`config.mk`:
```
export PLATFORM = sky130hd
export DESIGN_NAME = imem_loader_flat
export DESIGN_NICKNAME = d
export VERILOG_FILES = /design/src/rtl/imem_loader_pkg.sv /design/src/rtl/imem_loader_if.sv /design/src/rtl/imem_loader_word_packer.sv /design/src/rtl/imem_loader.sv /design/src/flat_wrapper.sv
export SDC_FILE = /design/constraint.sdc
export NUM_CORES = 1
export LEC_CHECK = 0
export CORE_MARGIN = 2
export CORE_UTILIZATION = 32
export CTS_CLUSTER_SIZE = 12
export DETAILED_ROUTE_END_ITERATION = 8
export PLACE_DENSITY = 0.53
export SYNTH_ARGS = -nofsm -noshare
export SYNTH_HDL_FRONTEND = slang
export SYNTH_HIERARCHICAL = 1
export SYNTH_SLANG_ARGS = --single-unit
```
`constraint.sdc`:
```
create_clock -name clk -period 2.7 [get_ports clk]
set_clock_uncertainty 0.15 [all_clocks]
set_input_delay 0.405 -clock clk [delete_from_list [all_inputs] [get_ports clk]]
set_output_delay 0.405 -clock clk [all_outputs]
set_load 0.02 [all_outputs]
```
`src/rtl/imem_loader_pkg.sv`:
```
// Shared types and constants for the instruction-memory loader.
package imem_pkg;
    localparam int WORD_W         = 32;
    localparam int BYTES_PER_WORD = 4;
    localparam int LEN_W          = 16;

    typedef enum logic [2:0] {
        LEN_LO,
        LEN_HI,
        DATA,
        CHK,
        DONE,
        ERR
    } state_t;

    typedef logic [WORD_W-1:0] word_t;
    typedef logic [LEN_W-1:0]  len_t;
endpackage

```
`src/rtl/imem_loader_if.sv`:
```
// Byte-stream input and instruction-memory write port of the loader.
interface imem_loader_if #(
    parameter int ADDR_W = 8,
    parameter int DATA_W = 32
);
    logic              s_valid;
    logic [7:0]        s_data;
    logic              s_ready;
    logic              mem_we;
    logic [ADDR_W-1:0] mem_addr;
    logic [DATA_W-1:0] mem_wdata;

    modport master (
        output s_valid, s_data,
        input  s_ready, mem_we, mem_addr, mem_wdata
    );

    modport slave (
        input  s_valid, s_data,
        output s_ready, mem_we, mem_addr, mem_wdata
    );
endinterface

```
`src/rtl/imem_loader_word_packer.sv`:
```
// Assembles four accepted bytes into one little-endian word; byte0 lands in bits [7:0].
module imem_word_packer
    import imem_pkg::*;
(
    input  logic       clk,
    input  logic       rst,
    input  logic       clr,
    input  logic       byte_en,
    input  logic [7:0] byte_data,
    output logic       word_vld,
    output word_t      word
);
    logic [1:0]  byte_cnt;
    logic [23:0] asm_q;

    // Shift right so the oldest byte ends up in the low lane.
    always_ff @(posedge clk) begin
        if (rst || clr) begin
            byte_cnt <= '0;
            asm_q    <= '0;
        end else if (byte_en) begin
            byte_cnt <= byte_cnt + 2'd1;
            asm_q    <= {byte_data, asm_q[23:8]};
        end
    end

    assign word_vld = byte_en && (byte_cnt == 2'(BYTES_PER_WORD - 1));
    assign word     = {byte_data, asm_q};
endmodule

```
`src/rtl/imem_loader.sv`:
```
// Loads a length-prefixed byte image into instruction memory and releases the core when done.
// Build option IMEM_LOADER_CHECKSUM_EN adds a trailing XOR checksum byte.
//
// state  | meaning
// LEN_LO | waiting for word count low byte
// LEN_HI | waiting for word count high byte, range check
// DATA   | receiving data bytes, one memory write per 4 bytes
// CHK    | waiting for checksum byte (checksum build only)
// DONE   | image written, core released
// ERR    | bad length or checksum, core held
module imem_loader #(
    parameter int ADDR_W = 8,
    parameter int DATA_W = 32,
    parameter int DEPTH  = 256
) (
    input  logic          clk,
    input  logic          rst,
    input  logic          start,
    imem_loader_if.slave  bus,
    output logic          core_run,
    output logic          load_done,
    output logic          err
);
    import imem_pkg::*;

    state_t            state, next;
    logic              ready;
    logic              hs, byte_en, clr, restart, last_word, len_bad;
    logic [7:0]        len_lo;
    len_t              len, len_full, word_cnt;
    logic              word_vld;
    word_t             word;
    logic              mem_we_q;
    logic [ADDR_W-1:0] mem_addr_q;
    logic [DATA_W-1:0] mem_wdata_q;

    assign hs        = bus.s_valid && ready;
    assign byte_en   = hs && (state == DATA);
    assign restart   = start && ((state == DONE) || (state == ERR));
    assign clr       = restart || (hs && (state == LEN_HI));
    assign len_full  = {bus.s_data, len_lo};
    assign len_bad   = (len_full == '0) || (len_full > LEN_W'(DEPTH));
    assign last_word = word_vld && (word_cnt == len - LEN_W'(1));

    imem_word_packer u_packer (
        .clk       (clk),
        .rst       (rst),
        .clr       (clr),
        .byte_en   (byte_en),
        .byte_data (bus.s_data),
        .word_vld  (word_vld),
        .word      (word)
    );

`ifdef IMEM_LOADER_CHECKSUM_EN
    logic [7:0] chk_acc;

    always_ff @(posedge clk) begin
        if (rst || clr)   chk_acc <= '0;
        else if (byte_en) chk_acc <= chk_acc ^ bus.s_data;
    end
`endif

    always_ff @(posedge clk) begin
        if (rst) state <= LEN_LO;
        else     state <= next;
    end

    always_comb begin
        next = state;
        case (state)
            LEN_LO: if (hs) next = LEN_HI;
            LEN_HI: if (hs) next = len_bad ? ERR : DATA;
`ifdef IMEM_LOADER_CHECKSUM_EN
            DATA:   if (last_word) next = CHK;
            CHK:    if (hs) next = (bus.s_data == chk_acc) ? DONE : ERR;
`else
            DATA:   if (last_word) next = DONE;
            CHK:    next = ERR;
`endif
            DONE, ERR: if (start) next = LEN_LO;
            default: next = LEN_LO;
        endcase
    end

    // Release is held off while the final write is still on the bus.
    always_comb begin
        ready     = 1'b0;
        core_run  = 1'b0;
        load_done = 1'b0;
        err       = 1'b0;
        case (state)
            LEN_LO, LEN_HI, DATA, CHK: ready = 1'b1;
            DONE: begin
                core_run  = !mem_we_q;
                load_done = !mem_we_q;
            end
            ERR:  err = 1'b1;
            default: ready = 1'b0;
        endcase
    end

    always_ff @(posedge clk) begin
        if (rst) begin
            mem_we_q    <= 1'b0;
            mem_addr_q  <= '0;
            mem_wdata_q <= '0;
            word_cnt    <= '0;
            len_lo      <= '0;
            len         <= '0;
        end else begin
            mem_we_q <= 1'b0;
            if (hs && (state == LEN_LO)) len_lo <= bus.s_data;
            if (restart) begin
                word_cnt   <= '0;
                mem_addr_q <= '0;
            end else if (hs && (state == LEN_HI)) begin
                len      <= len_full;
                word_cnt <= '0;
            end else if (word_vld) begin
                mem_we_q    <= 1'b1;
                mem_addr_q  <= word_cnt[ADDR_W-1:0];
                mem_wdata_q <= DATA_W'(word);
                word_cnt    <= word_cnt + LEN_W'(1);
            end
        end
    end

    assign bus.s_ready   = ready;
    assign bus.mem_we    = mem_we_q;
    assign bus.mem_addr  = mem_addr_q;
    assign bus.mem_wdata = mem_wdata_q;
endmodule
```
`src/flat_wrapper.sv`:
```
// flat-port wrapper written by rule: the top's interface ports become plain ports
module imem_loader_flat import imem_pkg::*;
#(
    parameter int ADDR_W = 8,
    parameter int DATA_W = 32,
    parameter int DEPTH  = 256
)
  (clk, rst, start, core_run, load_done, err, bus_s_valid, bus_s_data, bus_s_ready, bus_mem_we, bus_mem_addr, bus_mem_wdata);
  imem_loader_if #(.ADDR_W(ADDR_W), .DATA_W(DATA_W)) bus_i ();
  input  logic clk;
  input  logic rst;
  input  logic start;
  output logic core_run;
  output logic load_done;
  output logic err;
  input wire logic [$bits(bus_i.s_valid)-1:0] bus_s_valid;
  input wire logic [$bits(bus_i.s_data)-1:0] bus_s_data;
  output wire logic [$bits(bus_i.s_ready)-1:0] bus_s_ready;
  output wire logic [$bits(bus_i.mem_we)-1:0] bus_mem_we;
  output wire logic [$bits(bus_i.mem_addr)-1:0] bus_mem_addr;
  output wire logic [$bits(bus_i.mem_wdata)-1:0] bus_mem_wdata;
  assign bus_i.s_valid = bus_s_valid;
  assign bus_i.s_data = bus_s_data;
  assign bus_s_ready = bus_i.s_ready;
  assign bus_mem_we = bus_i.mem_we;
  assign bus_mem_addr = bus_i.mem_addr;
  assign bus_mem_wdata = bus_i.mem_wdata;
  imem_loader #(.ADDR_W(ADDR_W), .DATA_W(DATA_W), .DEPTH(DEPTH)) u_core (.clk(clk), .rst(rst), .start(start), .bus(bus_i), .core_run(core_run), .load_done(load_done), .err(err));
endmodule
```
run_1/ff_map.png
The bar under the picture is 50 um long. Other sequential cells in the stronger gray, the rest of the logic in the fainter gray.
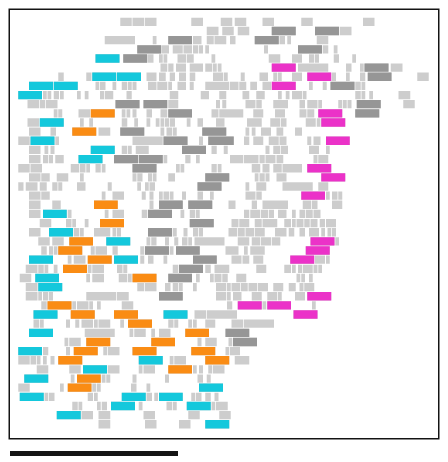
color	netlist name	sequential cells
magenta	`u_core/word_cnt`	16
orange	`u_core/u_packer/asm_q`	24
cyan	`u_core/bus.mem_wdata`	32

run_1/class_map.png
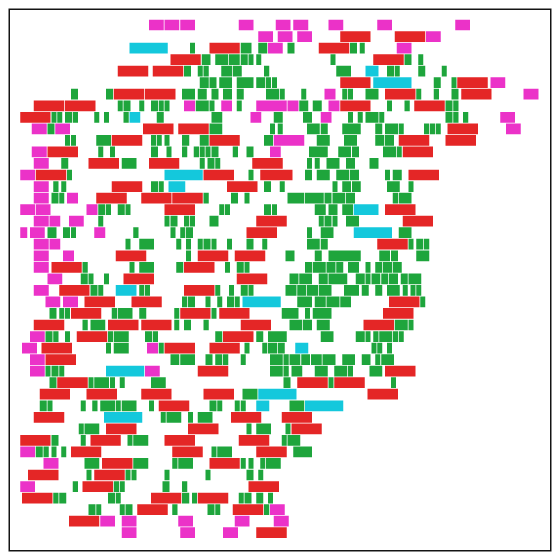
color	class	cells	share of their area
green	remaining logic cells	437	43%
red	sequential cells	110	39%
magenta	remaining buffers and delay cells	73	13%
cyan	clock drivers and dummy loads	16	5.3%

run_1/layers.png
The bar under the picture is 50 um long.
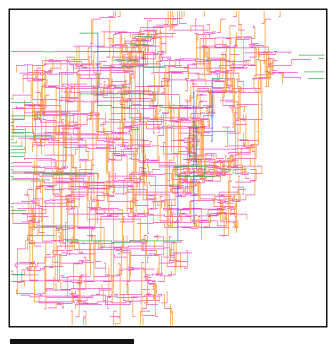
color	layer	wire length
blue	M4	203 um
magenta	M1	5460 um
orange	M2	5390 um
green	M3	519 um

==> flow_summary.toml, run 1 <==
# implementation run metrics
[cells_and_area]
dominant_cells = "logic gates"
drive_gt1_frac = 0.07390
number_of_buffers_outside_the_clock_class_in_the_layout = 73
ff_latch_area_um2 = 2203
area.share.combinational = 0.4080
layout.cells.non_filler = 824
final_core_util = 0.3898
n_fill_cell = 1534
non_clock_inverter_instance_count_of_the_final_layout = 6
nNetsFinal = 646
seqAreaFraction = 0.3760
clk_share = 0.05124
buffer_area_frac = 0.1208
flow.area_growth_from_synthesis_pct = 20.47
combGateArea_um2 = 2391
finish.instance_area_um2 = 5861
insertedDiodeCount = 0

[clocking]
postCtsSetupBuffers = 0
cts_made_buffers = 9
cts.sink_count = 110
tritoncts = "yes"
ctsRootBufferMaster = "clkbuf_16"
clk_transition_reported_paths_ns = 0.08
clk-insertion-delay-late_ns = 0.35
post_cts_resized = 1
clockBufferDepth = 2
clock_tree.htree_level_count = 3

[synthesis]
xor_and_xnor_area_share_after_synthesis = 0.05941
ys_sh_aoi = 0.1098
top_area_cell = "dfxtp_1"
post_synth_main_logic_family = "simple AND/OR/NAND/NOR gates"
synth_top_cells_by_count = "145 x nand2_1, 110 x dfxtp_1, 66 x a21oi_1"
synthesis.yosys.warnings = 6
ys_types = 54
post_synth_main_area_contributors = "dfxtp_1 45%, nand2_1 11%, a21oi_1 6.8%"
synth.yosys.seq_area_share = 0.4527
flip_flops_with_a_built_in_enable = 0
yosys-stat-cells = 596
synth.mux.area_fraction = 0.05350
synth_area_um2 = 4865
gate_count_of_the_mapped_netlist = 596
synth_nets = 611
synthesis.area_per_instance_um2 = 8.162
postSynth.topFlopCell = "dfxtp_1"
post_synth_fa_ha_maj_area_fraction = 0.007716
postSynthRegisterBits = 110
asyncSetResetFlopFracSynth = 0
top_area_frac = 0.4527
synth_dominant_cell_count = "nand2_1"

[global_routing]
grt_remaining_overflow = 0
grt_max_degree = 41
antenna_found_initial = 0
groute.layer.met1.usage = 0.1891
first_pass_grt_wire_length_um = 19130
busiest_layer = "met2"
grt_use_total = 0.1477

[detailed_routing]
final_antenna_net_count = 0
initialDrtViolationCount = 257
viasPerCell = 4.956
dr.pass1.iters = 4
drt_drc_violations_left = 0
routed-via-count = 4084
wl_um = 11570

[final_timing]
hold_viol = 0
fin_crit_share = 0.9190
max_freq_mhz = 403.0
finalSetupViolCount = 0
hold_ws_ns = 0.3049
slew_headroom = 0.5946
setup_total_negative_slack_ns = 0
grt_setup_unrepaired = "false"
final_critical_path_setup_slack_ns = 0.2188
final-max-slew-violation-count = 0

[critical_path]
reg2reg_from = "u_core/len[1]"
master_of_the_slowest_instance_on_the_critical_path = "or3b_2"
timing.critical_path.slowest_cell_delay_ns = 0.55
worst-path-max-fanout = 6
cp_cell_instances = "inv_1, ha_1, or3b_2, nor4_2, xnor2_1, nand3_1, nor4_4, a31o_1"
crit_path_start = "u_core/len[1]"
buf_inv_stages_crit_path = 1
required_ns = 2.85
crit_path_end_kind = "flop"
critPathArrivalTime_ns = 2.63
worst-setup-path-type = "flop to flop"

[place]
placed_cell_area_um2 = 5532
placed_cells = 808
port_buffers = 56

[floorplanning]
std_cell_rows = 45
die.size.y_um = 127.3
core_area_um2 = 15030
die.size.x_um = 127.3
tapCellCount = 188
boundaryPins = 57
design.die.area_um2 = 16200
initial_utilization = 0.3236

[pwr]
totalPowerFinal_mw = 3.226
power_per_cell_area_nw_per_um2 = 550.4
static-leakage-power_nw = 2.002
vdd_ir_max_mv = 0.2627

[run]
maxCapViolations = 0
warning_count = 26

[min_path]
timing.hold.worst.start = "u_core/bus.mem_addr[2]"

[status]
status = "completed"
==> run 1: report_power, final <==
| part | internal (mW) | switching (mW) | total (mW) |
|---|---|---|---|
| clock | 0.676 | 0.640 | 1.32 |
| sequential | 1.64 | 0.0237 | 1.66 |
| combinational | 0.0988 | 0.147 | 0.246 |
==> run 1: routing by layer <==
layer / wire (um) / share of wire
met1: 5462 / 0.47
met2: 5388 / 0.47
met3: 518 / 0.045
met4: 203 / 0.018
met5: 0 / 0
==> run 1: cells in the final DEF (no fill, tap or decap), drive strengths merged, types with 10 or more instances in the layout <==
cell	n
nand3	10
nor3	13
mux2i	26
nand2	145
clkbuf	10
xor2	20
xnor2	13
nor4	11
a21oi	66
nor2	58
dfxtp	110
inv	10
clkdlybuf4s50	55
buf	18
==> run 1: path summary, 6_finish.rpt <==
check | depth (start not counted) | slack (ns) | to
min | 2 | 0.30 | u_core/bus.mem_addr[2]
min reg2reg | 2 | 0.30 | u_core/bus.mem_addr[2]
max reg2reg | 8 | 0.22 | u_core/state[2]
max | 8 | 0.22 | u_core/state[2]
==> run 1: worst register-to-register path, delay by kind of cell (launching register included) <==
| family | cells | cell delay [ns] |
|---|---|---|
| adder cells (fa/ha/maj) | 1 | 0.22 |
| XOR/XNOR | 1 | 0.16 |
| flip-flops | 1 | 0.36 |
| AND-OR/OR-AND | 1 | 0.20 |
| AND/OR/NAND/NOR | 4 | 1.28 |
| buffers and inverters | 1 | 0.07 |
==> run 1: flip-flops by register name (all words and copies together) (netlist names) <==
register / cells
u_core/bus.mem_wdata: 32
u_core/u_packer/asm_q: 24
u_core/len: 16
u_core/word_cnt: 16
u_core/bus.mem_addr: 8
u_core/len_lo: 8
u_core/state: 3
u_core/u_packer/byte_cnt: 2
u_core/bus.mem_we: 1
run_1/route_heat.png
The bar under the picture is 50 um long. 25 x 25 tiles, from dark blue (low) to red (high), scaled to the fullest tile. Values are wire area over tile area, all layers added.
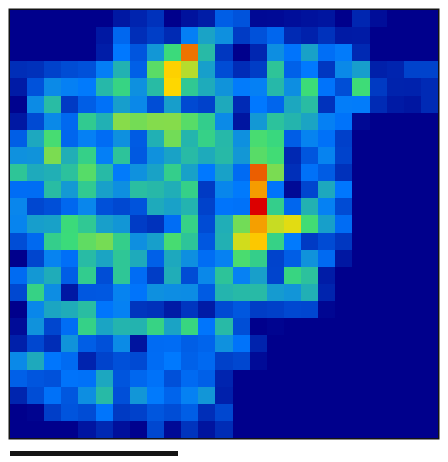

==> inputs of run 2 (changes only) <==
--- a/config.mk
+++ b/config.mk
@@ -9,8 +9,8 @@
 export CORE_UTILIZATION = 32
 export CTS_CLUSTER_SIZE = 12
 export DETAILED_ROUTE_END_ITERATION = 8
-export PLACE_DENSITY = 0.53
+export PLACE_DENSITY = 0.54
+export SETUP_SLACK_MARGIN = 0.05
 export SYNTH_ARGS = -nofsm -noshare
 export SYNTH_HDL_FRONTEND = slang
-export SYNTH_HIERARCHICAL = 1
 export SYNTH_SLANG_ARGS = --single-unit
run_2/route_heat.png
The bar under the picture is 20 um long. 25 x 25 tiles, from dark blue (low) to red (high), scaled to the fullest tile. Values are wire area over tile area, all layers added.
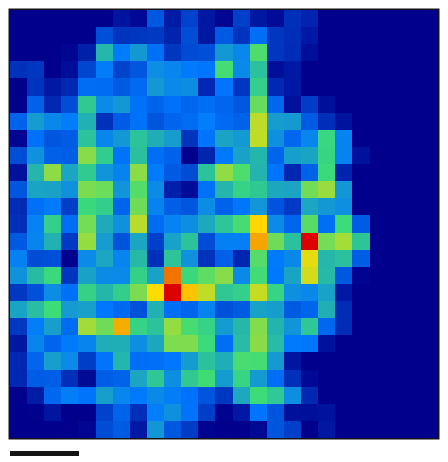
nearly empty tiles	29%
mean over tiles	0.12
fullest tile	0.56

run_2/ff_map.png
The bar under the picture is 20 um long. Other sequential cells in the stronger gray, the rest of the logic in the fainter gray.
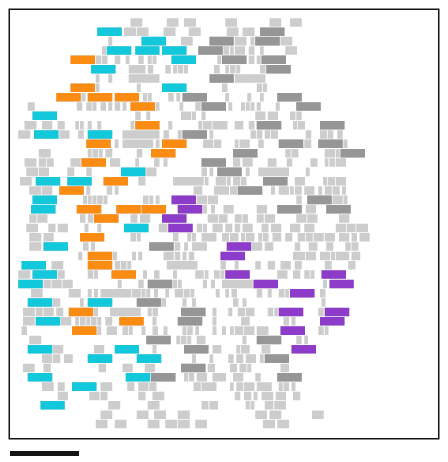
color	netlist name	sequential cells
orange	`u_core.u_packer.asm_q`	24
purple	`u_core.len`	16
cyan	`u_core.bus.mem_wdata`	32
not colored	38

run_2/congestion_map.png
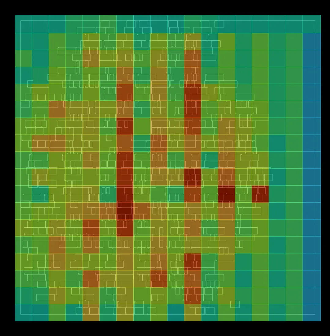
GR met3 Demand/Resource: 0.03651
met2 routing resource usage after global routing: 0.2504
fraction of met1 tracks used by global routing: 0.1928

==> run 2 against run 1 <==
Against the previous run:
- hold slack worse by 0.12 ns
- sequential power barely moved
- die area is 4.1% lower
- design area is 2.6% lower
- global-route usage up 0.24 points
- synthesized area decreased by 4.2%
- worst setup slack improved by 0.054 ns
- count of clock-buffer cells in the layout is the same
- via count decreased by 2.0%
- flip-flop count is the same
- largest cell class unchanged
==> flow_summary.toml, run 2 <==
# implementation run metrics
[clocking]
clock_tree.htree_level_count = 3
cts.sink_count = 110
tritoncts = "yes"
ctsRootBufferMaster = "clkbuf_16"
clk-insertion-delay-late_ns = 0.35
clockBufferDepth = 2
cts_made_buffers = 9
clk_transition_reported_paths_ns = 0.07
post_cts_resized = 0

[critical_path]
timing.critical_path.slowest_cell_delay_ns = 0.66
master_of_the_slowest_instance_on_the_critical_path = "clkdlybuf4s50_1"
critPathArrivalTime_ns = 1.87
buf_inv_stages_crit_path = 1

[pwr]
vdd_ir_max_mv = 0.3565
static-leakage-power_nw = 1.931
power_per_cell_area_nw_per_um2 = 560.3
totalPowerFinal_mw = 3.198

[floorplanning]
die.size.x_um = 124.7
design.die.area_um2 = 15540
std_cell_rows = 44

[synthesis]
synthesis.area_per_instance_um2 = 8.350
ys_types = 50
synth_nets = 573
postSynth.topFlopCell = "dfxtp_1"
xor_and_xnor_area_share_after_synthesis = 0.06391
asyncSetResetFlopFracSynth = 0
yosys-stat-cells = 558
synth_area_um2 = 4659
flip_flops_with_a_built_in_enable = 0
gate_count_of_the_mapped_netlist = 558
synth_top_cells_by_count = "142 x nand2_1, 110 x dfxtp_1, 73 x a21oi_1"
synth.yosys.seq_area_share = 0.4726
synth_dominant_cell_count = "nand2_1"
post_synth_fa_ha_maj_area_fraction = 0.008056
synth.mux.area_fraction = 0.002148
postSynthRegisterBits = 110

[final_timing]
grt_setup_unrepaired = "false"
fin_crit_share = 0.8990
final_critical_path_setup_slack_ns = 0.2727
finalSetupViolCount = 0
hold_viol = 0

[cells_and_area]
insertedDiodeCount = 0
final_cell_mix = "142 x nand2_1, 110 x dfxtp_1, 73 x a21oi_1, 55 x clkdlybuf4s50_1, 28 x nor2b_1"
flow.area_growth_from_synthesis_pct = 22.48
largest_register_ff_count = 32
finish.instance_area_um2 = 5707

[global_routing]
first_pass_grt_wire_length_um = 19260
grt_remaining_overflow = 0
grt_use_total = 0.1501
grt_max_degree = 57

[place]
port_buffers = 56
placed_cell_area_um2 = 5410

[run]
warning_count = 26
maxCapViolations = 0

[detailed_routing]
initialDrtViolationCount = 155
viasPerCell = 5.040
final_antenna_net_count = 0
wl_um = 11570
routed-via-count = 4002

[status]
status = "completed"
-- run 2: netlist changes by cell type after synthesis, moves of 5 or more --
cell | previous run | this run
nor2_1 | 57 | 16
nor3_1 | 13 | 5
nor2b_1 | 5 | 28
o22a_1 | 1 | 25
mux2i_1 | 26 | 1
xor2_1 | 20 | 11
o21ai_0 | 1 | 6
xnor2_1 | 13 | 23
a21oi_1 | 66 | 73
buf_6 | 6 | 1
buf_4 | 9 | 2
-- run 2: worst paths after layout --
kind	startpoint	to	slack, ns	depth (start not counted)
worst max-delay path	u_core.state[2]	load_done	0.27	3
worst min-delay path	rst	u_core.state[0]	0.18	2
worst max register to register	u_core.len[0]	u_core.state[1]	0.29	7
worst min register to register	u_core.u_packer.asm_q[0]	u_core.u_packer.asm_q[0]	0.31	2
-- run 2: where the power goes --
group	switching, mW	internal [mW]	leakage [nW]	total, mW
combinational	0.128	0.0873	0.894	0.215
sequential	0.0222	1.64	0.888	1.66
clock	0.579	0.743	0.149	1.32
-- run 2: layer usage --
layer / vias to the layer above / routed length (um) / global-route usage
met5: - / 0 / 0
met4: 0 / 219 / 0.04428
met3: 13 / 403 / 0.03651
met2: 76 / 5531 / 0.2504
met1: 1903 / 5413 / 0.1928
li1: 2010 / - / -
-- run 2: area by class of cell --
class	count	area (um^2)
clock buffers	10	239.0
clock inverters	5	57.56
fillers	1501	8662
inverters	8	30.03
multi-input cells	406	2280
flip-flops and latches	110	2202
well taps	184	230.2
repair buffers	71	668.1
==> inputs of run 3 (changes only) <==
--- a/config.mk
+++ b/config.mk
@@ -7,6 +7,7 @@
 export LEC_CHECK = 0
 export CORE_MARGIN = 2
 export CORE_UTILIZATION = 32
+export CTS_CLUSTER_DIAMETER = 120
 export CTS_CLUSTER_SIZE = 12
 export DETAILED_ROUTE_END_ITERATION = 8
 export PLACE_DENSITY = 0.54
run_3/route_heat.png
The bar under the picture is 20 um long. 25 x 25 tiles, from dark blue (low) to red (high), scaled to the fullest tile. Values are wire area over tile area, all layers added.
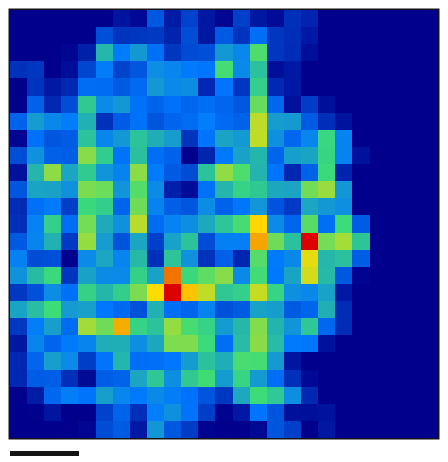
post-detailed-route wirelength per cell: 14.57 um
overall via count from detail_route: 4002
Global Route Usage Sum: 0.1501
final routed wirelength across all metal layers: 11570 um

run_3/ff_map.png
The bar under the picture is 20 um long. Other sequential cells in the stronger gray, the rest of the logic in the fainter gray.
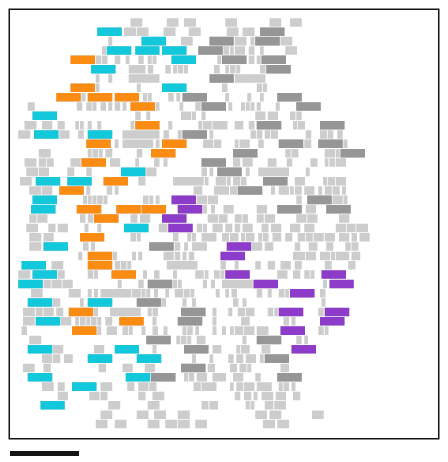
color	netlist name	sequential cells
purple	`u_core.len`	16
cyan	`u_core.bus.mem_wdata`	32
orange	`u_core.u_packer.asm_q`	24
not colored	38

run_3/congestion_map.png
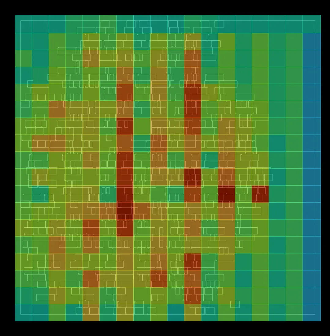
busiest layer in global routing: met2
final core utilization: 0.3972

==> run 3 against run 2 <==
Against the previous run:
- hold slack unchanged
- die area did not move
- clock power hardly changed
- sequential power about the same
- worst setup slack did not move
- synthesized area did not move
- first-iteration DRC count did not move
- fmax stayed put
- final cell count did not move
- critical endpoint unchanged
- highest routed layer unchanged
==> flow_summary.toml, run 3 <==
# implementation run metrics
[status]
status = "completed"

[final_timing]
max_freq_mhz = 412.0
finalSetupViolCount = 0
setup_total_negative_slack_ns = 0
hold_ws_ns = 0.1833
final_critical_path_setup_slack_ns = 0.2727
final-max-slew-violation-count = 0
slew_headroom = 0.5846

[synthesis]
yosys-stat-cells = 558
gate_count_of_the_mapped_netlist = 558
synth.mux.area_fraction = 0.002148
synth_dominant_cell_count = "nand2_1"
post_synth_fa_ha_maj_area_fraction = 0.008056
asyncSetResetFlopFracSynth = 0
synth.yosys.seq_area_share = 0.4726
synthesis.yosys.warnings = 0
top_area_frac = 0.4726
synth_nets = 573
xor_and_xnor_area_share_after_synthesis = 0.06391
ys_types = 50
post_synth_main_logic_family = "simple AND/OR/NAND/NOR gates"
postSynth.topFlopCell = "dfxtp_1"
synthesis.area_per_instance_um2 = 8.350
post_synth_main_area_contributors = "dfxtp_1 47%, nand2_1 11%, a21oi_1 7.8%"
flip_flops_with_a_built_in_enable = 0

[floorplanning]
design.die.area_um2 = 15540
die.size.x_um = 124.7
die.size.y_um = 124.7
initial_utilization = 0.3243
core_area_um2 = 14370
std_cell_rows = 44
boundaryPins = 57

[cells_and_area]
flow.area_growth_from_synthesis_pct = 22.48
combGateArea_um2 = 2280
n_fill_cell = 1501
largest_register_ff_count = 32
drive_gt1_frac = 0.05738
nNetsFinal = 621
layout.cells.non_filler = 794

[pwr]
power_per_cell_area_nw_per_um2 = 560.3
vdd_ir_max_mv = 0.3565
totalPowerFinal_mw = 3.198
static-leakage-power_nw = 1.931

[critical_path]
master_of_the_slowest_instance_on_the_critical_path = "clkdlybuf4s50_1"
critPathArrivalTime_ns = 1.87
timing.critical_path.slowest_cell_delay_ns = 0.66
required_ns = 2.14
worst-path-max-fanout = 9
crit_path_end_kind = "primary output"

[clocking]
cts.sink_count = 110
post_cts_resized = 0
ctsRootBufferMaster = "clkbuf_16"
tritoncts = "yes"
clock_tree.htree_level_count = 3
clk_transition_reported_paths_ns = 0.07
clockBufferDepth = 2
cts_made_buffers = 9

[global_routing]
first_pass_grt_wire_length_um = 19260
grt.met3_usage = 0.03651
globalRouteMet2Util = 0.2504
antenna_found_initial = 0
grt_max_degree = 57
grt_remaining_overflow = 0

[detailed_routing]
final_antenna_net_count = 0
drt_drc_violations_left = 0
dr.pass1.iters = 4
viasPerCell = 5.040

[place]
port_buffers = 56
placed_cells = 779
placed_cell_area_um2 = 5410
run 3: metal layers:
metal | share of wire | vias to the layer above | wire, um
li1 | - | 2010 | -
met3 | 0.035 | 13 | 403
met4 | 0.019 | 0 | 219
met1 | 0.47 | 1903 | 5413
met5 | 0 | - | 0
met2 | 0.48 | 76 | 5531
run 3: power breakdown:
group / internal, mW / switching (mW) / total [mW] / leakage, nW
Sequential: 1.64 / 0.0222 / 1.66 / 0.888
Clock: 0.743 / 0.579 / 1.32 / 0.149
Combinational: 0.0873 / 0.128 / 0.215 / 0.894
run 3: worst max-delay path: cells and delay by family (launching register included):
| family | cells | cell delay [ns] |
|---|---|---|
| buffers and inverters | 1 | 0.66 |
| flip-flops | 1 | 0.49 |
| AND/OR/NAND/NOR | 2 | 0.38 |
run 3: final timing paths:
| path | from | to | slack, ns | cells after the start |
|---|---|---|---|---|
| worst max-delay path | u_core.state[2] | load_done | 0.27 | 3 |
| worst min register to register | u_core.u_packer.asm_q[0] | u_core.u_packer.asm_q[0] | 0.31 | 2 |
| worst max register to register | u_core.len[0] | u_core.state[1] | 0.29 | 7 |
| worst min-delay path | rst | u_core.state[0] | 0.18 | 2 |
run 3: cells by family (layout without fill, tap and decap cells):
group                      after synthesis  count (layout)
and+or+nand+nor                        244             244
DFF                                    110             110
xor gates and xnor gates                34              34
buffers and inverters                   42              94
adders and majority gates                3               3
muxes                                    1               1
AOI/OAI and AO/OA                      124             124
run 3: cell type report:
type / instances / share of cell area
Clock buffer: 10 / 0.04188
Inverter: 8 / 0.005262
Timing Repair Buffer: 71 / 0.1171
Sequential cell: 110 / 0.3859
Tap cell: 184 / 0.04034
Clock inverter: 5 / 0.01009
Multi-Input combinational cell: 406 / 0.3995
Power and IR drop assume default switching activity.
